`config.mk`:
```
export PLATFORM = sky130hd
export DESIGN_NAME = systolic_feed_ctrl
export DESIGN_NICKNAME = d
export VERILOG_FILES = /design/src/rtl/systolic_feed_ctrl.sv
export SDC_FILE = /design/constraint.sdc
export NUM_CORES = 1
export LEC_CHECK = 0
export CAP_MARGIN = 20
export CORE_MARGIN = 3
export CORE_UTILIZATION = 55
export DETAILED_ROUTE_END_ITERATION = 10
export PLACE_DENSITY = 0.85
export SETUP_SLACK_MARGIN = 0.3
export SYNTH_ARGS = -nofsm -noshare
export SYNTH_HDL_FRONTEND = slang
export SYNTH_SLANG_ARGS = --single-unit
```
`constraint.sdc`:
```
create_clock -name clk -period 4 [get_ports clk]
set_clock_uncertainty 0.05 [all_clocks]
set_input_delay 1.2 -clock clk [delete_from_list [all_inputs] [get_ports clk]]
set_output_delay 1.2 -clock clk [all_outputs]
set_load 0.01 [all_outputs]
```
`src/rtl/systolic_feed_ctrl.sv`:
```
`default_nettype none
// ============================================================================
// Module   : systolic_feed_ctrl
// Brief    : Operand buffer and skewed edge sequencer for an N x N
//            output-stationary mac_cell systolic array. Clears the cell
//            accumulators, streams skewed A rows / B columns, waits for the
//            pipeline to drain, then pulses done.
// Revision : 1.0  initial release
// ============================================================================
module systolic_feed_ctrl #(
    parameter int N       = 4,
    parameter int DW      = 8,
    parameter int MAC_LAT = 1
) (
    input  logic                  clk,
    input  logic                  rst_n,
    input  logic                  wr_en,
    input  logic                  wr_mat,
    input  logic [$clog2(N)-1:0]  wr_row,
    input  logic [$clog2(N)-1:0]  wr_col,
    input  logic [DW-1:0]         wr_data,
    output logic                  wr_rej,
    input  logic                  start,
    output logic                  busy,
    output logic                  done,
    output logic                  acc_clr,
    output logic [N*DW-1:0]       a_edge,
    output logic [N*DW-1:0]       b_edge
);

    // Counter covers both the FEED step index and the DRAIN wait.
    localparam int            TW       = $clog2(3*N + MAC_LAT);
    localparam logic [TW-1:0] C_T_LAST = TW'(3*N - 3);
    localparam logic [TW-1:0] C_D_LAST = TW'(MAC_LAT - 1);

    typedef enum logic [2:0] {
        S_IDLE  = 3'd0,
        S_CLEAR = 3'd1,
        S_FEED  = 3'd2,
        S_DRAIN = 3'd3,
        S_DONE  = 3'd4
    } state_t;

    state_t          r_state;
    logic [TW-1:0]   r_t;
    logic [DW-1:0]   r_a [N][N];
    logic [DW-1:0]   r_b [N][N];

    logic [TW-1:0]   w_t_nxt;
    logic [N*DW-1:0] w_a_skew;
    logic [N*DW-1:0] w_b_skew;

    // Skewed edge values for the FEED step that the next edge will enter.
    // Row i carries A[i][k] when t = i+k; column j carries B[k][j] when t = j+k.
    always_comb begin
        w_t_nxt  = (r_state == S_FEED) ? (r_t + TW'(1)) : '0;
        w_a_skew = '0;
        w_b_skew = '0;
        for (int i = 0; i < N; i++) begin
            for (int k = 0; k < N; k++) begin
                if (int'(w_t_nxt) == i + k) begin
                    w_a_skew[i*DW +: DW] = r_a[i][k];
                    w_b_skew[i*DW +: DW] = r_b[k][i];
                end
            end
        end
    end

    // Sequencer FSM, operand buffers and all registered outputs.
    always_ff @(posedge clk or negedge rst_n) begin
        if (!rst_n) begin
            r_state <= S_IDLE;
            r_t     <= '0;
            busy    <= 1'b0;
            done    <= 1'b0;
            acc_clr <= 1'b0;
            wr_rej  <= 1'b0;
            a_edge  <= '0;
            b_edge  <= '0;
            for (int i = 0; i < N; i++) begin
                for (int j = 0; j < N; j++) begin
                    r_a[i][j] <= '0;
                    r_b[i][j] <= '0;
                end
            end
        end else begin
            done    <= 1'b0;
            acc_clr <= 1'b0;
            wr_rej  <= 1'b0;

            // Host writes land only while the array is not being fed.
            if (wr_en) begin
                if (r_state == S_IDLE || r_state == S_DONE) begin
                    if (wr_mat) r_b[wr_row][wr_col] <= wr_data;
                    else        r_a[wr_row][wr_col] <= wr_data;
                end else begin
                    wr_rej <= 1'b1;
                end
            end

            case (r_state)
                S_IDLE: begin
                    if (start) begin
                        r_state <= S_CLEAR;
                        busy    <= 1'b1;
                        acc_clr <= 1'b1;
                        a_edge  <= '0;
                        b_edge  <= '0;
                    end
                end
                S_CLEAR: begin
                    r_state <= S_FEED;
                    r_t     <= '0;
                    a_edge  <= w_a_skew;
                    b_edge  <= w_b_skew;
                end
                S_FEED: begin
                    if (r_t == C_T_LAST) begin
                        r_state <= S_DRAIN;
                        r_t     <= '0;
                        a_edge  <= '0;
                        b_edge  <= '0;
                    end else begin
                        r_t     <= w_t_nxt;
                        a_edge  <= w_a_skew;
                        b_edge  <= w_b_skew;
                    end
                end
                S_DRAIN: begin
                    if (r_t == C_D_LAST) begin
                        r_state <= S_DONE;
                        busy    <= 1'b0;
                        done    <= 1'b1;
                    end else begin
                        r_t     <= r_t + TW'(1);
                    end
                end
                S_DONE: begin
                    // A start seen here is dropped; the host must re-issue it.
                    r_state <= S_IDLE;
                end
                default: begin
                    r_state <= S_IDLE;
                    busy    <= 1'b0;
                end
            endcase
        end
    end

endmodule
`default_nettype wire

```
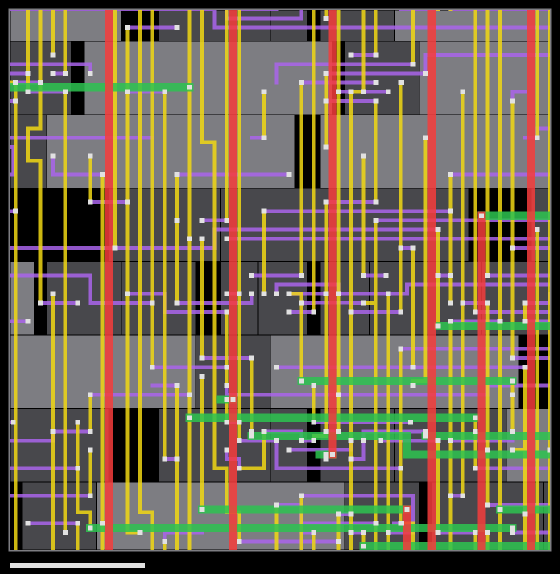
Figure 1: run 1, layout detail.
Bar = 5 microns. Region (75, 109) to (95, 129) microns. Cells in gray, sequential cells in the stronger gray; small squares are vias.
legend:
  green:
    layer: M3
  purple:
    layer: M1
  yellow:
    layer: M2
  red:
    layer: M4
netlist names of flops here include: `r_b` (6), `r_a` (1)
sequential cells in the window: 7
cells with their middle in the window: 27
most frequent: mux2_2 (7), dfrtp_1 (7), buf_4 (4)

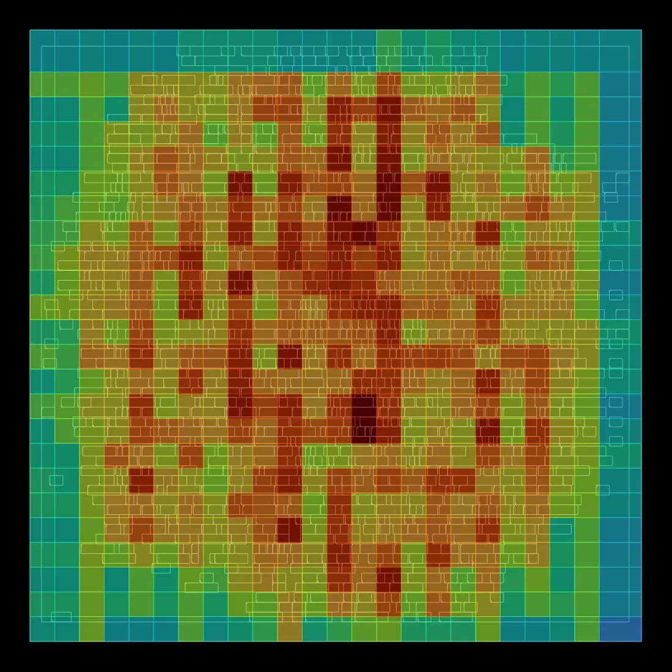
Figure 2: run 1, track usage over the die.
met3 Use GR: 5.02%
gr usage total: 26.5%
GRT Max-Usage Layer: met2
met1 Track Usage GR: 36.0%

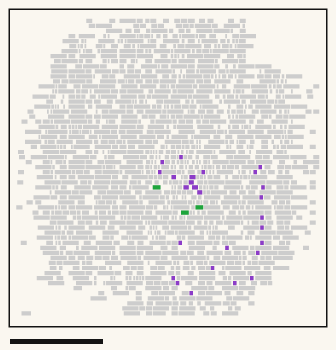
Figure 3: run 1, logic cells by family.
Bar = 50 microns.
legend:
  purple:
    family: and/or cells
    cells: 26
    most_used: or3_1
  green:
    family: fa/ha/maj cells
    cells: 3
    most_used: ha_1

run 1: cells by family (layout without fill, tap and decap cells):
group	after synthesis	count (layout)	share of synthesized area, %
and+or+nand+nor	244	244	7.93
adders and majority gates	3	3	0.252
muxes	272	272	20.5
AOI/OAI and AO/OA	277	277	12.7
other	0	1	0
buffers and inverters	98	205	2.66
xor gates and xnor gates	5	5	0.295
DFF	331	331	55.7
run 1: worst min path at each step:
stage	startpoint	slack (ns)	end	cells after the start
2_1_floorplan	r_a[40]	0.42	r_a[40]	1
3_3_place_gp	a_edge[20]	0.42	a_edge[20]	2
3_5_place_dp	b_edge[10]	0.42	b_edge[10]	2
4_1_cts	b_edge[10]	0.44	b_edge[10]	2
5_1_grt	r_b[7]	0.46	r_b[7]	1
6_report	b_edge[10]	0.43	b_edge[10]	2
run 1: tightest hold or removal path: stages, from the launching register on:
cell     delay (ns)
dfrtp_1        0.34
nand2_1        0.05
o21ai_0        0.06
run 1: flip-flops by register name (all words and copies together), names as in the netlist:
register / cells
busy: 1
done: 1
r_b: 128
b_edge: 32
acc_clr: 1
r_t: 4
wr_rej: 1
a_edge: 32
r_a: 128
r_state: 3
run 1: synthesized netlist by cell type, types with 21 or more instances:
cell        n
a211oi_1   31
a21oi_1    21
clkbuf_1   71
dfrtp_1   331
mux2_2    256
nand2_1    78
nand2b_1   23
nor2_1     71
o21ai_0   105
run 1: report_power, final:
part / internal [mW] / switching [mW] / total [mW]
Combinational: 1.84 / 2.54 / 4.38
Clock: 1.94 / 1.28 / 3.21
Sequential: 4.12 / 0.565 / 4.69
run 1: per-layer routing:
metal / up-vias / share of wire (%) / GRT usage [%] / routed length [microns]
met4: 2 / 2.9 / 8.96 / 1120
met2: 453 / 49 / 43.4 / 18400
met3: 81 / 7.3 / 5.02 / 2780
met1: 5498 / 41 / 36.0 / 15600
li1: 4654 / - / - / -
met5: - / 0.034 / 0 / 13
run 1: cells in the final DEF, fill, tap and decap left out, types with 21 or more instances in the layout:
cell type,netlist,layout
o21ai_0,105,105
buf_4,0,50
nand2b_1,23,23
a211oi_1,31,31
nor2_1,71,71
nand2_1,78,78
clkdlybuf4s50_1,0,83
dfrtp_1,331,330
clkbuf_16,0,37
a21oi_1,21,21
mux2_2,256,256
run 1: through the flow:
stage,worst slack (ns),utilization [%],power [mW]
6_report,0.597,66.1,12.3
5_1_grt,0.446,66.1,12.9
4_1_cts,0.439,66.1,12.3
3_5_place_dp,0.486,61.7,8.99
3_3_place_gp,0.589,61.7,8.81
2_1_floorplan,0.977,-,7.39
run 1: layout make-up:
cell class                 count  area [sq um]
antenna                        1          2.50
clock buffer                  51          1050
clock inverter                 8          90.1
fill                        1876          8900
inverter                       8          30.0
multi-input combinational    801          6210
sequential                   331          8280
tap                          335           419
timing repair buffer         138          1290
==> ci_impl_report.md, run 1 <==
## Synthesis and layout report

| Metric | Value |
|---|---|
| Layout area overhead | 16.9% |
| CP required | about 4.3 ns |
| Die Wd | around 170 microns |
| Max-cap violations | 0 |
| Final #Nets | 1,334 |
| CP max stage delay | 0.67 ns |
| Sequential area share after synthesis | 55.7% |
| Worst Hold Class | reg2reg |
| Worst-Margin Slew | 1.10 ns |
| Hold Violations, Final | 0 |
| Biggest area cells | dfrtp_1 (56%), mux2_2 (19%), o21ai_0 (3.5%), nand2_1 (2.0%), clkbuf_1 (1.8%) |
| Avg Vias per Cell | 6.39 |
| Slew HR | 26.4% |
| CP endpoint | a_edge[26] |
| Final instance area | approximately 17,000 sq um |
| WL final | 37,900 microns |
| Worst IR Drop VDD | 0.408 mV |
| Port bufs | 84 |
| Arrival time worst endpoint | 3.73 ns |
| # IOs | 85 |
| Vias | 10,688 |
| DRC Markers | 0 |
| CP startpoint | r_t[0] |
| Outcome | finished clean |
| Synth Area per Inst | 12.1 sq um |
| Placed instance area | 16,200 sq um |
| Setup_tns | 0 ns |
| Cell total after placement | 1,612 |
| Ys Warns | 0 |
| Initial DRC count | 1,008 |
| Most used cell, CP | buf_4 |
| Setup bufs post-CTS | 0 |
| CP max stage cell | dfrtp_2 |
| Critical Path Fanout Max | 25 |
| Distinct cell type count after synthesis | 54 |
==> run 1 -> run 2 <==
- clock period: 4 -> 3.2 ns (I/O delays scaled with it)
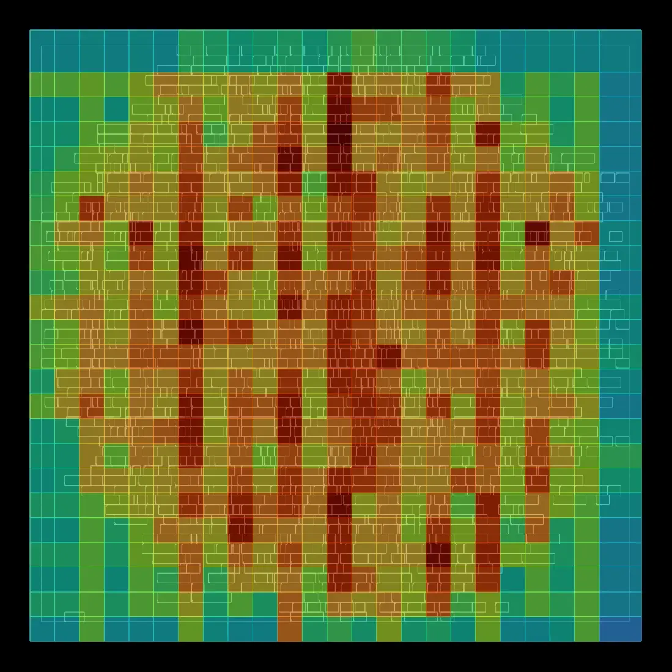
Figure 4: run 2, track usage over the die.
drt wl/cell: 22.9 microns
Finished Core Util: 66.7%
GRT met2 Usage: 44.9%
met1 Track Usage GR: 36.7%
gr usage total: 27.2%

==> run 2 against run 1 <==
Cell area is 0.82% higher. Die area unchanged. Maximum frequency grew 25%. Power grew 25%. Non-clock buffer count rose by 22. Global-route usage increased by 0.68 points. Critical path type unchanged. Critical endpoint is now a_edge[12]. Largest cell class unchanged.
==> ci_impl_report.md, run 2 <==
## Synthesis and layout report

| Metric | Value |
|---|---|
| Outcome | finished clean |
| Dpl ws | 0.0658 ns |
| Cell total after placement | 1,634 |
| Placed instance area | 16,400 sq um |
| Most used cell, CP | buf_4 |
| Regs by FF count | r_a x128, r_b x128 |
| Most frequent cells after synthesis | dfrtp_1 (331), mux2_2 (256), o21ai_0 (105) |
| CP max stage cell | or3_1 |
| Slew HR | 44.6% |
| Synth Area per Inst | about 12 sq um |
| Hold Violations, Final | 0 |
| CP max stage delay | 0.64 ns |
| Initial DRC count | 1,115 |
| Count leader, synth | dfrtp_1 |
| Worst Hold Class | in2async |
| Critical Path Fanout Max | 19 |
| Global-route wire length before repair | 62,300 microns |
| Setup_tns | 0 ns |
| Fill count | between 1,500 and 2,000 |
| Final worst setup slack | 0.477 ns |
| Most frequent logic cell in the layout | dfrtp_1 |
| Worst IR Drop VDD | about 0.52 mV |
| Most frequent cells in the layout | dfrtp_1 (331), mux2_2 (256), o21ai_0 (105) |
| Max-cap violations | 0 |
| Ys Warns | 0 |
| CP required | roughly 3.6 ns |
| Worst-Margin Slew | 0.828 ns |
| Initial DRT Pass Iterations | 7 |
| Layout area overhead | 17.8% |
| Insertion Delay late pin | 0.52 ns |
| Final instance area | 17,500 sq um |
| Die Wd | 170 microns |
| CP endpoint | a_edge[12] |
| Diodes inserted | 0 |
| Distinct cell type count after synthesis | around 54 |
| Avg Vias per Cell | between 6 and 7 |
| # IOs | 85 |
| Biggest area cells | dfrtp_1 (56%), mux2_2 (19%), o21ai_0 (3.5%), nand2_1 (2.0%), clkbuf_1 (1.8%) |
| Sequential area share after synthesis | a little under three fifths |
| DRC Markers | 0 |
| Port bufs | between 80 and 90 |
| Final #Nets | between 1,000 and 1,500 |
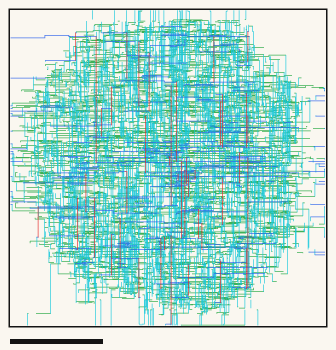
Figure 5: run 2, metal layers overlaid.
Bar = 50 microns.
legend:
  red:
    layer: M4
    wire_length: 1,070 microns
  green:
    layer: M1
    wire_length: 16,100 microns
  blue:
    layer: M3
    wire_length: 2,740 microns
  cyan:
    layer: M2
    wire_length: 19,000 microns
WL final: 38,900 microns
vias: 10,851

[run 2: cell counts after synthesis]
Identical to the previous run, type by type.
[run 2: routing by layer]
| metal | routed length, microns | track usage, % | share of wire, % |
|---|---|---|---|
| met3 | 2740 | 4.67 | 7.0 |
| met1 | 16100 | 36.7 | 41 |
| met5 | 0 | 0 | 0 |
| met2 | 19000 | 44.9 | 49 |
| met4 | 1070 | 9.38 | 2.8 |
[run 2: kinds of logic (layout without fill, tap and decap cells)]
kind of cell / count (synthesis) / count (layout) / share of synthesized area (%)
simple gates: 244 / 244 / 7.93
mux: 272 / 272 / 20.5
flops: 331 / 331 / 55.7
xor+xnor: 5 / 5 / 0.295
compound gates: 277 / 277 / 12.7
buf+inv: 98 / 230 / 2.66
fa+ha+maj: 3 / 3 / 0.252
[run 2: worst register-to-register path: cells and delay by family (launching register included)]
family	cells	cell delay, ns
AND/OR/NAND/NOR	3	1.47
buffers and inverters	2	0.46
flip-flops	1	0.40
AND-OR/OR-AND	2	0.27
[run 2: timing repair]
item,CTS,global route
hold buffers,0,0
resized,1,2
pin swaps,0,0
setup endpoints to repair,12,18
setup buffers,0,0
[run 2: worst min path at each step]
stage | cells past startpoint | endpoint
finish | 1 | r_a[48]
global route | 1 | r_a[40]
CTS | 1 | r_a[46]
detailed placement | 2 | a_edge[18]
global placement | 2 | b_edge[10]
floorplan | 1 | r_a[40]
[run 2: final cells by class]
type / instances / area [sq um] / area share [%]
clock buffer: 49 / 968 / 5.53
clock inverter: 13 / 98.8 / 0.564
inverter: 8 / 30.0 / 0.171
multi-input combinational: 801 / 6240 / 35.6
sequential: 331 / 8280 / 47.3
tap: 335 / 419 / 2.39
timing repair buffer: 160 / 1480 / 8.44
[run 2: power by group]
| part | total [mW] | leakage [nW] | switching [mW] | internal [mW] |
|---|---|---|---|---|
| Clock | 3.81 | 0.526 | 1.61 | 2.20 |
| Combinational | 5.79 | 3.50 | 3.39 | 2.41 |
| Sequential | 5.75 | 4.51 | 0.599 | 5.15 |
| Total | 15.4 | 8.53 | 5.59 | 9.76 |
[run 2: stage by stage]
stage / power (mW) / hold WS (ns) / util, %
after floorplan: 9.26 / 0.420 / -
after global placement: 11.2 / 0.421 / 62.5
after detailed placement: 11.4 / 0.425 / 62.5
after CTS: 15.3 / 0.406 / 66.6
after global routing: 16.1 / 0.435 / 66.7
final: 15.4 / 0.395 / 66.7
No activity file was given, so power comes from the tool's default toggle rates.
